Figure 1. Metal layers overlaid (run 1).
Scale: 3 px per µm. Only two layers are drawn.
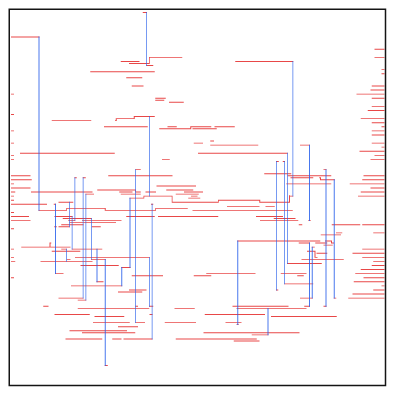
Figure 2. Port wiring (run 1).
Scale: 4 px per µm.
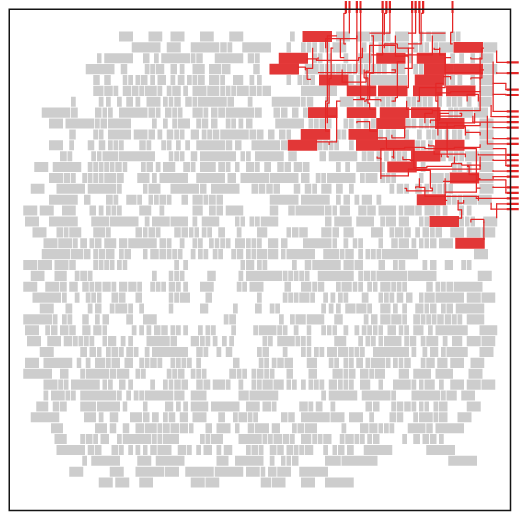
Figure 3. Cell placement (run 1).
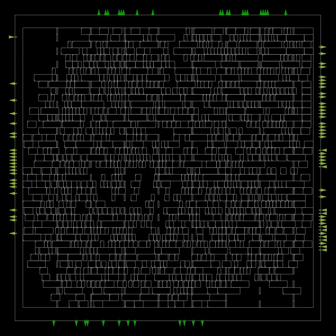
==> config.mk <==
export PLATFORM = sky130hd
export DESIGN_NAME = imem_loader
export DESIGN_NICKNAME = d
export VERILOG_FILES = /design/src/rtl/imem_loader_pkg.sv /design/src/rtl/imem_word_assembler.sv /design/src/rtl/imem_loader.sv
export SDC_FILE = /design/constraint.sdc
export NUM_CORES = 1
export LEC_CHECK = 0
export ABC_AREA = 1
export CAP_MARGIN = 10
export CORE_MARGIN = 3
export CORE_UTILIZATION = 50
export DETAILED_ROUTE_END_ITERATION = 10
export PLACE_DENSITY = 0.82
export SLEW_MARGIN = 20
export SYNTH_ARGS = -nofsm -noshare
export SYNTH_HDL_FRONTEND = slang
export SYNTH_SLANG_ARGS = --single-unit
==> constraint.sdc <==
create_clock -name clk -period 3.34 [get_ports clk]
set_clock_uncertainty 0.15 [all_clocks]
set_input_delay 0.668 -clock clk [delete_from_list [all_inputs] [get_ports clk]]
set_output_delay 0.668 -clock clk [all_outputs]
set_load 0.005 [all_outputs]
==> src/rtl/imem_loader_pkg.sv <==
// imem_loader_pkg: shared widths, memory size, sync marker and loader state encoding.
// The CSUM state exists only when LOADER_CHECKSUM_EN is defined.
package imem_loader_pkg;
    localparam int INSTRUCTION_LEN = 32;
    localparam int INSTRUCTION_MEM_SIZE = 1024;
    localparam logic [7:0] SYNC_BYTE_DEFAULT = 8'hA5;
    typedef enum logic [2:0] {
        S_IDLE  = 3'd0,
        S_ADDR  = 3'd1,
        S_COUNT = 3'd2,
        S_DATA  = 3'd3,
        S_WRITE = 3'd4,
`ifdef LOADER_CHECKSUM_EN
        S_CSUM  = 3'd5,
`endif
        S_DONE  = 3'd6,
        S_ERR   = 3'd7
    } state_e;
endpackage

==> src/rtl/imem_word_assembler.sv <==
// imem_word_assembler: shifts bytes MSB-first into a 32-bit word, flags the 4th byte.
module imem_word_assembler
    import imem_loader_pkg::*;
(
    input  logic                       clk,
    input  logic                       rst,
    input  logic                       clr_i,
    input  logic                       byte_valid_i,
    input  logic [7:0]                 byte_i,
    output logic [INSTRUCTION_LEN-1:0] word_o,
    output logic                       word_valid_o
);
    logic [INSTRUCTION_LEN-1:0] word_q;
    logic [1:0]                 cnt_q;

    always_ff @(posedge clk) begin
        if (rst || clr_i) begin
            word_q <= '0;
            cnt_q  <= '0;
        end else if (byte_valid_i) begin
            word_q <= {word_q[INSTRUCTION_LEN-9:0], byte_i};
            cnt_q  <= cnt_q + 2'd1;
        end
    end

    assign word_o       = word_q;
    assign word_valid_o = byte_valid_i && cnt_q == 2'd3;
endmodule

==> src/rtl/imem_loader.sv <==
// imem_loader: framed byte-stream boot loader driving the instruction memory write port.
// Define LOADER_CHECKSUM_EN to require a trailing zero-sum checksum byte per frame.
module imem_loader
    import imem_loader_pkg::*;
#(
    parameter int         ADDR_W    = 32,
    parameter int         MEM_BYTES = INSTRUCTION_MEM_SIZE,
    parameter logic [7:0] SYNC_BYTE = SYNC_BYTE_DEFAULT
) (
    input  logic                       clk,
    input  logic                       rst,
    input  logic [7:0]                 in_data,
    input  logic                       in_valid,
    output logic                       in_ready,
    output logic [ADDR_W-1:0]          mem_addr,
    output logic [INSTRUCTION_LEN-1:0] mem_wdata,
    output logic                       mem_write,
    output logic                       cpu_hold,
    output logic                       done,
    output logic                       err,
    output logic [15:0]                words_written
);
`ifdef LOADER_CHECKSUM_EN
    localparam state_e FRAME_END = S_CSUM;
`else
    localparam state_e FRAME_END = S_DONE;
`endif

    state_e            state_q, state_d;
    logic [ADDR_W-1:0] addr_q;
    logic [15:0]       count_q, words_q;
    logic [1:0]        hcnt_q;
    logic              err_q;
    logic              acc, sync_acc, word_valid, over;
    logic [15:0]       count_nx;
    logic [ADDR_W+1:0] end_addr;

    assign acc      = in_valid && in_ready;
    assign sync_acc = state_q == S_IDLE && acc && in_data == SYNC_BYTE;
    assign count_nx = {count_q[7:0], in_data};
    // Range end computed two bits wider than the address so it cannot wrap.
    assign end_addr = (ADDR_W+2)'(addr_q) + (ADDR_W+2)'({count_nx, 2'b00});
    assign over     = end_addr > (ADDR_W+2)'(MEM_BYTES);

    imem_word_assembler u_asm (
        .clk          (clk),
        .rst          (rst),
        .clr_i        (sync_acc),
        .byte_valid_i (acc && state_q == S_DATA),
        .byte_i       (in_data),
        .word_o       (mem_wdata),
        .word_valid_o (word_valid)
    );

`ifdef LOADER_CHECKSUM_EN
    logic [7:0] sum_q, sum_nx;
    assign sum_nx = sum_q + in_data;
    always_ff @(posedge clk) begin
        if (rst || sync_acc)
            sum_q <= '0;
        else if (acc && state_q != S_IDLE)
            sum_q <= sum_nx;
    end
`endif

    always_ff @(posedge clk) begin
        if (rst)
            state_q <= S_IDLE;
        else
            state_q <= state_d;
    end

    always_comb begin
        state_d = state_q;
        case (state_q)
            S_IDLE:  if (sync_acc) state_d = S_ADDR;
            S_ADDR:  if (acc && hcnt_q == 2'd3) state_d = S_COUNT;
            S_COUNT: if (acc && hcnt_q[0])
                         state_d = addr_q[1:0] != 2'd0 ? S_ERR :
                                   over                ? S_ERR :
                                   count_nx == 16'd0   ? FRAME_END : S_DATA;
            S_DATA:  if (word_valid) state_d = S_WRITE;
            S_WRITE: state_d = words_q + 16'd1 == count_q ? FRAME_END : S_DATA;
`ifdef LOADER_CHECKSUM_EN
            S_CSUM:  if (acc) state_d = sum_nx == 8'd0 ? S_DONE : S_ERR;
`endif
            default: state_d = S_IDLE;
        endcase
    end

    always_ff @(posedge clk) begin
        if (rst) begin
            addr_q  <= '0;
            count_q <= '0;
            words_q <= '0;
            hcnt_q  <= '0;
            err_q   <= 1'b0;
        end else begin
            if (sync_acc) begin
                words_q <= '0;
                hcnt_q  <= '0;
                err_q   <= 1'b0;
            end
            if (acc && state_q == S_ADDR) begin
                addr_q <= {addr_q[ADDR_W-9:0], in_data};
                hcnt_q <= hcnt_q + 2'd1;
            end
            if (acc && state_q == S_COUNT) begin
                count_q <= count_nx;
                hcnt_q  <= hcnt_q + 2'd1;
            end
            if (state_q == S_WRITE) begin
                addr_q  <= addr_q + ADDR_W'(4);
                words_q <= words_q + 16'd1;
            end
            if (state_q == S_ERR)
                err_q <= 1'b1;
        end
    end

    always_comb begin
        in_ready      = !rst && !(state_q inside {S_WRITE, S_DONE, S_ERR});
        mem_write     = !rst && state_q == S_WRITE;
        cpu_hold      = !(state_q inside {S_IDLE, S_DONE, S_ERR});
        done          = state_q == S_DONE;
        err           = err_q || state_q == S_ERR;
        mem_addr      = addr_q;
        words_written = words_q;
    end
endmodule
==> highlights.md, run 1 <==
### Setup path
* crit-path cells: nor2_1 -> inv_1 -> nor2_1 -> inv_2 -> nor2_2 -> clkdlybuf4s50_1
* Worst setup startpoint: state_q[0]$_SDFFE_PP0P_
* Worst Reg-to-Reg Cells: 18
* arrival time at the worst endpoint: 2300 ps
* type of the worst setup path: reg -> out
* CP required: 2520 ps
* most used cell, CP: sky130_fd_sc_hd__nor2_1

### Synthesis
* syn avg cell area: 6.136 µm²
* leading post-synthesis cells by instance count: sky130_fd_sc_hd__nand2_1, sky130_fd_sc_hd__inv_1, sky130_fd_sc_hd__dfxtp_1
* simple share: 0.3861
* cell with the most instances after synthesis: sky130_fd_sc_hd__nand2_1
* total nets after synthesis: 1185
* Yosys Chip Area: 7074 µm²
* share of synthesized area spent on multiplexers: 0
* area leader, netlist: sky130_fd_sc_hd__dfxtp_1
* Area contributors post-synth: sky130_fd_sc_hd__dfxtp_1, sky130_fd_sc_hd__nand2_1, sky130_fd_sc_hd__inv_1
* number of cells in Yosys stat: 1153
* Yosys warnings: 0
* XOR/XNOR share of the synthesized area: 0.03095
* register share after synthesis: 0.2943
* proportion of register bits with asynchronous set or reset after synthesis: 0

### Place
* pre-CTS worst setup slack: -254.6 ps
* Placed Instance Area: 8398 µm²
* final HPWL from detailed placement: 16570 µm
* gpl congestion: 1.015

### CTS
* number of CTS-inserted buffers: 9
* clock-pin slew reported for the worst setup and hold paths after clock tree synthesis: 80 ps
* hold-fix buffers at CTS: 0
* worst skew pair latency: 370 ps
* clock tree root buffer cell: sky130_fd_sc_hd__clkbuf_16
* number of H-tree levels: 3
* number of buffers inserted by post-CTS setup repair: 0
* CTS tree: built
* Max clock buf depth: 2

### Pwr
* power consumption: 0.002760 W
* Leak Pwr: 4.140 nW
* power density of the placed cells: 314.4 nW/µm²

### Hold path
* launch point of the worst hold path: hcnt_q[1]$_SDFFE_PP0P_
* type of the tightest min-delay check: reg -> reg
* destination of the worst hold path: hcnt_q[1]$_SDFFE_PP0P_
* Hold Path Cell Cnt: 2

### Global route
* aggregate global routing overflow: 0
* antenna violations before repair: 0

### STA
* total negative slack for setup checks: 0 ps
* headroom to the max-slew limit: 0.3102
* final worst path period need: 3116 ps
* actual transition at the worst max-transition pin: 1034 ps
* RSZ-0062 raised after global routing: no

### Layout
* logic share of the area: 0.4862
* count of nets after finishing: 1297
* dominant kind of cell by area: logic gates
* most common library cell in the layout ignoring fill and taps: sky130_fd_sc_hd__nand2_1
* non-filler instance count after layout: 1446
* number of non-clock buffers: 133
* proportion of cell area occupied by registers: 0.2372

### Outcome
* status: finished, final reports clean

### Die
* fp util: 0.5218
* overall die height: 124.9 µm
* Die Span X: 124.9 µm

### Run
* tool warnings: 26

Back to the opening pictures, Figure 1:
[red] met3 | wire length: 1590 µm
[blue] met4 | wire length: 790 µm
GRT Util Overall: 0.2775
wirelength, routed: 22030 µm
post-detailed-route wirelength per cell: 15.24 µm
number of vias in the routed layout: 7828

Back to the opening pictures, Figure 2:
[red] mem_wdata | direction: output | end cells: 32 | buffers: 32 | wire: 942 µm
PortBufs: 95
I/O pins: 96

Back to the opening pictures, Figure 3:
sequential cell count of the final layout: 104
area of the core: 13560 µm²
# fillers: 1260
Well-Tap Cells: 176
Post-Route Utilization: 0.6475

run 1: what timing repair did:
| item | in CTS | in global routing |
|---|---|---|
| endpoints found under the hold margin | 0 | 0 |
| gates resized | 0 | 19 |
| setup endpoints to repair | 0 | 2 |
run 1: critical path: cells and delay by family, from the launching register on:
kind                   cells  cell delay, ps
buffers and inverters      3             850
flip-flops                 1             410
AND/OR/NAND/NOR            3             660
run 1: per-layer routing:
metal | vias to the layer above | global-route usage | wire length (µm)
li1 | 3923 | - | -
met1 | 3521 | 0.3882 | 10100
met2 | 321 | 0.4284 | 9548
met3 | 63 | 0.04861 | 1592
met4 | 0 | 0.1071 | 789
met5 | - | 0 | 0
run 1: where the power goes:
group          internal, W  switching [W]
registers          0.00126      0.0000475
clock network     0.000530       0.000553
logic             0.000146       0.000222
Figure 4. Register map, names as in the netlist (run 1).
Scale: 4 px per µm. Other sequential cells in the stronger grey, the rest of the logic in the fainter grey.
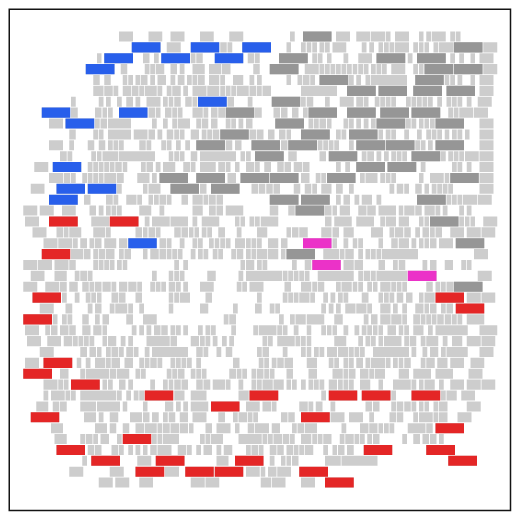

==> inputs of run 2 (changes only) <==
- SLEW_MARGIN: 20 -> 10
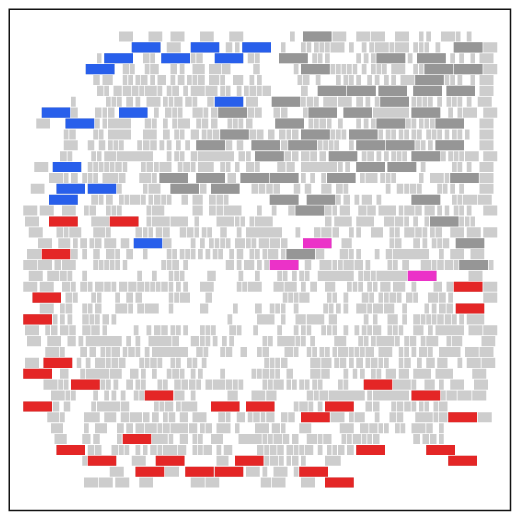
Figure 5: run 2, register map, names as in the netlist.
Scale: 4 px per µm. Other sequential cells in the stronger grey, the rest of the logic in the fainter grey.
[red] mem_addr | sequential cells: 32
[blue] words_written | sequential cells: 16 | where: north-west
[magenta] state_q | sequential cells: 3
not coloured: 53
Seq group: 0.00131 W
Sequential Area: 2082 µm²

==> run 2 against run 1 <==
Effect of this change:
- die area unchanged
- sequential share of layout area about the same
- flip-flop count unchanged
- clock power about the same
- sequential power about the same
- setup slack worse by 32 ps
- fmax down 1.0%
- core utilization about the same
- wire length up 1.0%
- register-to-register slack about the same
- synthesized cell count unchanged
- synthesized area unchanged
- critical path type unchanged
- highest routed layer unchanged
==> highlights.md, run 2 <==
### CTS
* Gates resized, CTS repair: 0, unchanged
* clock-pin slew reported for the worst setup and hold paths after clock tree synthesis: 80 ps, about the same
* hold-fix buffers at CTS: 0, unchanged
* clock tree root buffer cell: sky130_fd_sc_hd__clkbuf_16
* number of buffers inserted by post-CTS setup repair: 0, unchanged
* Max clock buf depth: 2, unchanged
* number of CTS-inserted buffers: 9, unchanged
* CTS tree: built

### Layout
* count of nets after finishing: 1297, unchanged
* fraction of final layout cells sized beyond drive strength 1: 0.09055
* post-layout instance area: 8773 µm²
* antenna cells: 0
* non-filler instance count after layout: 1446, unchanged
* Post-Route Utilization: 0.6471, about the same
* most common library cell in the layout ignoring fill and taps: sky130_fd_sc_hd__nand2_1

### Pwr
* relative contribution of combinational cells to total power: 0.135, +0.002
* net switching power: 0.0008285 W, +0.74%
* top power group: registers
* VDD IR-drop max: 0.3104 mV
* combinational group power: 0.000373 W, +1%
* power in the clock group: 0.00108 W, about the same
* power density of the placed cells: 315.4 nW/µm², +0.30%
* Leak Pwr: 4.135 nW, -0.13%
* Sw Ratio: 0.2994, +0.001462
* power consumption: 0.002767 W, +0.25%
* fraction of power consumed by the clock network: 0.392, about the same

### Drt
* total routed wire length on the met1 layer: 10150 µm, +0.46%
* uppermost signal routing layer after detailed routing: met4
* routed length on met3: 1750 µm, +9.9%
* met2 wire len: 9686 µm, +1.4%

### Outcome
* status: finished, final reports clean

### Die
* Die Span X: 124.9 µm, unchanged
* fp util: 0.5218, unchanged
* area of the core: 13560 µm², unchanged
* I/O pins: 96, unchanged
* overall die height: 124.9 µm, unchanged
* chip footprint: 15610 µm²

### Synthesis
* XOR/XNOR share of the synthesized area: 0.03095, unchanged
* share of synthesized area spent on multiplexers: 0, unchanged
* Yosys Chip Area: 7074 µm², unchanged
* simple share: 0.3861, unchanged
* fa+ha+maj area frac: 0.03820
* area leader, netlist: sky130_fd_sc_hd__dfxtp_1
* Area contributors post-synth: sky130_fd_sc_hd__dfxtp_1, sky130_fd_sc_hd__nand2_1, sky130_fd_sc_hd__inv_1
* cell area after technology mapping: 7074 µm²
* register share after synthesis: 0.2943, unchanged
* syn avg cell area: 6.136 µm², unchanged
* leading post-synthesis cells by instance count: sky130_fd_sc_hd__nand2_1, sky130_fd_sc_hd__inv_1, sky130_fd_sc_hd__dfxtp_1
* total nets after synthesis: 1185, unchanged
* cell with the most instances after synthesis: sky130_fd_sc_hd__nand2_1
* Yosys warnings: 0, unchanged
* proportion of register bits with asynchronous set or reset after synthesis: 0, unchanged

### Global route
* gr busiest metal: met2
* GR met1 Demand/Resource: 0.3943, +0.006137
* number of global-route vias before repair: 7122
* antenna violations before repair: 0, unchanged
* met3 layer usage reported by global route: 0.04435, -0.004264
* aggregate global routing overflow: 0, unchanged

### Hold path
* Hold Path Cell Cnt: 2, unchanged
* type of the tightest min-delay check: reg -> reg

### STA
* headroom to the max-slew limit: 0.1451, -0.1651
* actual transition at the worst max-transition pin: 1278 ps, +244.1 ps
* final worst path period need: 3147 ps, +31.50 ps
* total negative slack for setup checks: 0 ps, unchanged

### Setup path
* most used cell, CP: sky130_fd_sc_hd__nor2_1
* logic depth of the worst setup path including buffers: 6, unchanged
* Worst Reg-to-Reg Cells: 18, unchanged
* arrival time at the worst endpoint: 2330 ps, +30 ps
* type of the worst setup path: reg -> out
* CP required: 2520 ps, about the same
* crit-path cells: nor2_1 -> inv_1 -> nor2_1 -> inv_2 -> nor2_2 -> clkdlybuf4s50_1
* category of cells accounting for the largest share of critical-path delay: buffers and inverters
* buffers and inverters on the worst path: 3, unchanged

### Place
* pre-CTS worst setup slack: -257.8 ps, -3.144 ps
* final HPWL from detailed placement: 16710 µm, +0.83%
* Placed Instance Area: 8396 µm², about the same
* PortBufs: 95, unchanged
* gpl congestion: 1.015, unchanged
* number of placed cells counting well taps: 1430

### Run
* tool warnings: 26, unchanged

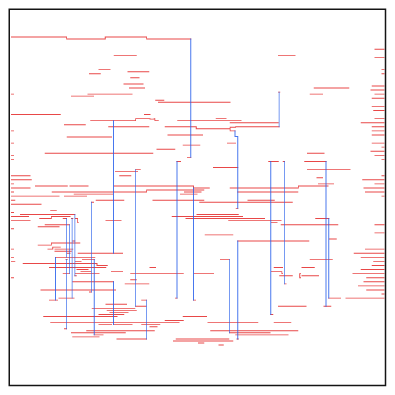
Figure 6: run 2, metal layers overlaid.
Scale: 3 px per µm. Only two layers are drawn.
[blue] met4 | wire length: 670 µm
[red] met3 | wire length: 1750 µm
post-detailed-route wirelength per cell: 15.39 µm
number of vias in the routed layout: 7869
wirelength, routed: 22250 µm
GRT Util Overall: 0.2785

run 2: layout make-up:
class	count	area [µm²]
Fill cell	1296	4785
Multi-Input combinational cell	839	4267
Sequential cell	104	2082
Timing Repair Buffer	133	1236
Inverter	178	668.1
Clock buffer	9	225.2
Tap cell	176	220.2
Clock inverter	7	75.07
run 2: worst paths after layout:
kind,startpoint,end,slack (ps)
max,state_q[0]$_SDFFE_PP0P_,mem_write,190
max reg2reg,mem_addr[2]$_SDFFE_PP0P_,state_q[0]$_SDFFE_PP0P_,530
min reg2reg,hcnt_q[1]$_SDFFE_PP0P_,hcnt_q[1]$_SDFFE_PP0P_,320
min,hcnt_q[1]$_SDFFE_PP0P_,hcnt_q[1]$_SDFFE_PP0P_,320
Figure 7. Wire density map (run 2).
Scale: 3 px per µm. The die is cut into 25 by 25 equal tiles; dark blue is low, red is high, scaled to the fullest tile. Values are wire area over tile area, all layers added.
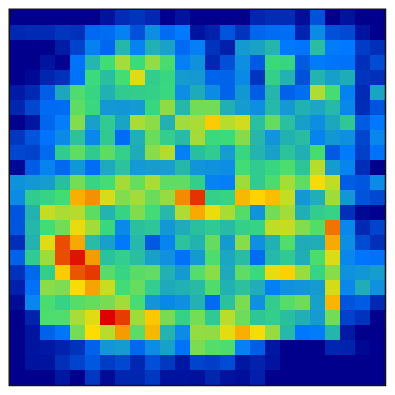

==> inputs of run 3 (changes only) <==
- CTS_BUF_LIST: default -> sky130_fd_sc_hd__clkbuf_4 sky130_fd_sc_hd__clkbuf_8
- PLACE_DENSITY: 0.82 -> 0.85
- clock period: 3.34 -> 2.8 ns (I/O delays scaled with it)
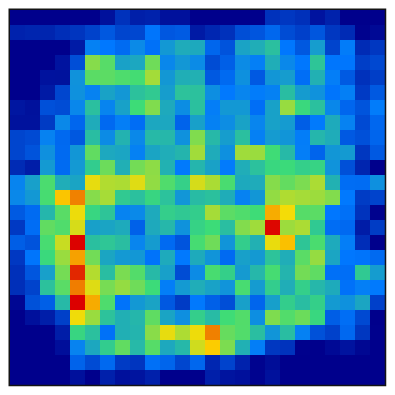
Figure 8: run 3, wire density map.
Scale: 3 px per µm. The die is cut into 25 by 25 equal tiles; dark blue is low, red is high, scaled to the fullest tile. Values are wire area over tile area, all layers added.
fullest tile: 0.78
mean over tiles: 0.24
nearly empty tiles: 12%
tiles over half the peak: 18%
emptiest ninth of the die: north-west
number of vias in the routed layout: 8018
GRT Util Overall: 0.2756
post-detailed-route wirelength per cell: 15.11 µm
wirelength, routed: 22390 µm

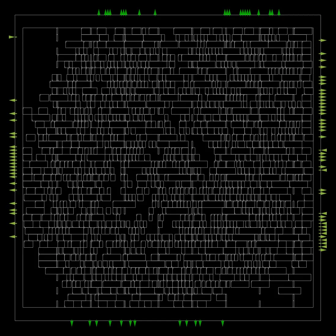
Figure 9: run 3, cell placement.
placement row count: 42
non-filler instance count after layout: 1482
# fillers: 1218
proportion of cell area occupied by registers: 0.2288
Post-Route Utilization: 0.6745

==> run 3 against run 2 <==
Effect of this change:
- critical path depth rose by 9
- synthesized area did not move
- flip-flop count did not move
- first-iteration DRC count rose by 2.2%
- cell count rose by 2.5%
- core utilization rose by 2.7 points
- sequential power rose by 18%
- cell area rose by 4.2%
- register-to-register slack got worse by 380 ps
- via count rose by 1.9%
- critical endpoint is now state_q[0]$_SDFFE_PP0P_
==> highlights.md, run 3 <==
### Outcome
* status: finished, final reports clean

### Layout
* Combinational Gates: 839, unchanged
* logic share of the area: 0.4860, about the same
* count of nets after finishing: 1333, +2.8%
* final-layout clock buffer total: 9, unchanged
* dominant kind of cell by area: logic gates
* sequential cell count of the final layout: 104, unchanged
* most common library cell in the layout ignoring fill and taps: sky130_fd_sc_hd__nand2_1
* fraction of final layout cells sized beyond drive strength 1: 0.1401, +0.04957
* share of final layout cell area taken by clock buffers and inverters: 0.02285, -0.01138
* Data buffer area share: 0.1653, +0.02437
* number of signal-net inverters in the final layout: 178, unchanged
* number of non-clock buffers: 169, +27%
* Sequential Area: 2092 µm², +0.48%

### Hold path
* launch point of the worst hold path: hcnt_q[1]$_SDFFE_PP0P_
* type of the tightest min-delay check: reg -> reg

### Synthesis
* total nets after synthesis: 1185, unchanged
* area leader, netlist: sky130_fd_sc_hd__dfxtp_1
* Area contributors post-synth: sky130_fd_sc_hd__dfxtp_1, sky130_fd_sc_hd__nand2_1, sky130_fd_sc_hd__inv_1
* syn avg cell area: 6.136 µm², unchanged
* Yosys Chip Area: 7074 µm², unchanged
* Yosys warnings: 0, unchanged
* proportion of register bits with asynchronous set or reset after synthesis: 0, unchanged
* leading post-synthesis cells by instance count: sky130_fd_sc_hd__nand2_1, sky130_fd_sc_hd__inv_1, sky130_fd_sc_hd__dfxtp_1
* register share after synthesis: 0.2943, unchanged
* cell area after technology mapping: 7074 µm², unchanged

### Place
* gpl congestion: 0.9728, -4.1%
* Placed Instance Area: 8643 µm², +3.0%
* final HPWL from detailed placement: 16990 µm, +1.7%
* PortBufs: 95, unchanged
* number of placed cells counting well taps: 1463, +2.3%
* pre-CTS worst setup slack: -683.5 ps, -425.7 ps

### STA
* headroom to the max-slew limit: 0.4686, +0.3235
* actual transition at the worst max-transition pin: 796.2 ps, -481.4 ps
* Slew Limit Fails: 0
* final worst path period need: 2652 ps
* total negative slack for setup checks: 0 ps, unchanged

### Die
* chip footprint: 15610 µm², unchanged
* area of the core: 13560 µm², unchanged
* I/O pins: 96, unchanged
* overall die height: 124.9 µm, unchanged
* fp util: 0.5218, unchanged
* Die Span X: 124.9 µm, unchanged

### Global route
* number of global-route vias before repair: 7156, +0.48%
* aggregate global routing overflow: 0, unchanged
* gr busiest metal: met2
* GR met1 Demand/Resource: 0.3873, -0.006957

### Setup path
* most used cell, CP: sky130_fd_sc_hd__nand2_1
* crit-path max FO: 7
* CP required: 2930 ps, +410 ps
* setup slack of the worst register-to-register path: 150 ps, -380 ps
* type of the worst setup path: reg -> reg
* r2r startpoint: count_q[7]$_SDFFE_PP0P_
* buffers and inverters on the worst path: 1, -2
* arrival time at the worst endpoint: 2780 ps, +450 ps
* Worst setup startpoint: count_q[7]$_SDFFE_PP0P_

### Pwr
* VDD IR-drop max: 0.2153 mV, -31%
* combinational group power: 0.000519 W, +39%
* power in the clock group: 0.000995 W, -8%
* Sw Ratio: 0.3208, +0.02141
* power density of the placed cells: 335.2 nW/µm², +6.3%
* relative contribution of combinational cells to total power: 0.169, +0.034
* fraction of power consumed by the clock network: 0.325, -0.067
* top power group: registers
* Internal Power: 0.002082 W
* Leak Pwr: 4.306 nW, +4.1%
* power consumption: 0.003066 W, +11%
* net switching power: 0.0009836 W, +19%

### Drt
* met2 wire len: 9815 µm, +1.3%
* routed length on met3: 1785 µm, +2.0%
* uppermost signal routing layer after detailed routing: met4

### CTS
* clock tree root buffer cell: sky130_fd_sc_hd__clkbuf_8
* Max clock buf depth: 2, unchanged
* number of buffers inserted by post-CTS setup repair: 1, +1
* CTS tree: built
* clock-pin slew reported for the worst setup and hold paths after clock tree synthesis: 120 ps, +40 ps
* hold-fix buffers at CTS: 0, unchanged
* Gates resized, CTS repair: 20, +20
* number of CTS-inserted buffers: 9, unchanged

### Run
* tool warnings: 27, +3.8%

run 3: cell counts after synthesis:
No cell type changed its count.
run 3: worst paths after layout:
| path | cells past startpoint | to |
|---|---|---|
| max reg2reg | 15 | state_q[0]$_SDFFE_PP0P_ |
| min | 2 | hcnt_q[1]$_SDFFE_PP0P_ |
| min reg2reg | 2 | hcnt_q[1]$_SDFFE_PP0P_ |
| max | 15 | state_q[0]$_SDFFE_PP0P_ |
run 3: cells by family after synthesis:
| kind of cell | after synthesis | synth area share |
|---|---|---|
| AND-OR/OR-AND | 170 | 0.1362 |
| XOR/XNOR | 25 | 0.03095 |
| adder cells (fa/ha/maj) | 21 | 0.03820 |
| buffers and inverters | 210 | 0.1143 |
| flip-flops | 104 | 0.2943 |
| AND/OR/NAND/NOR | 623 | 0.3861 |
No activity file was given, so power comes from the tool's default toggle rates.
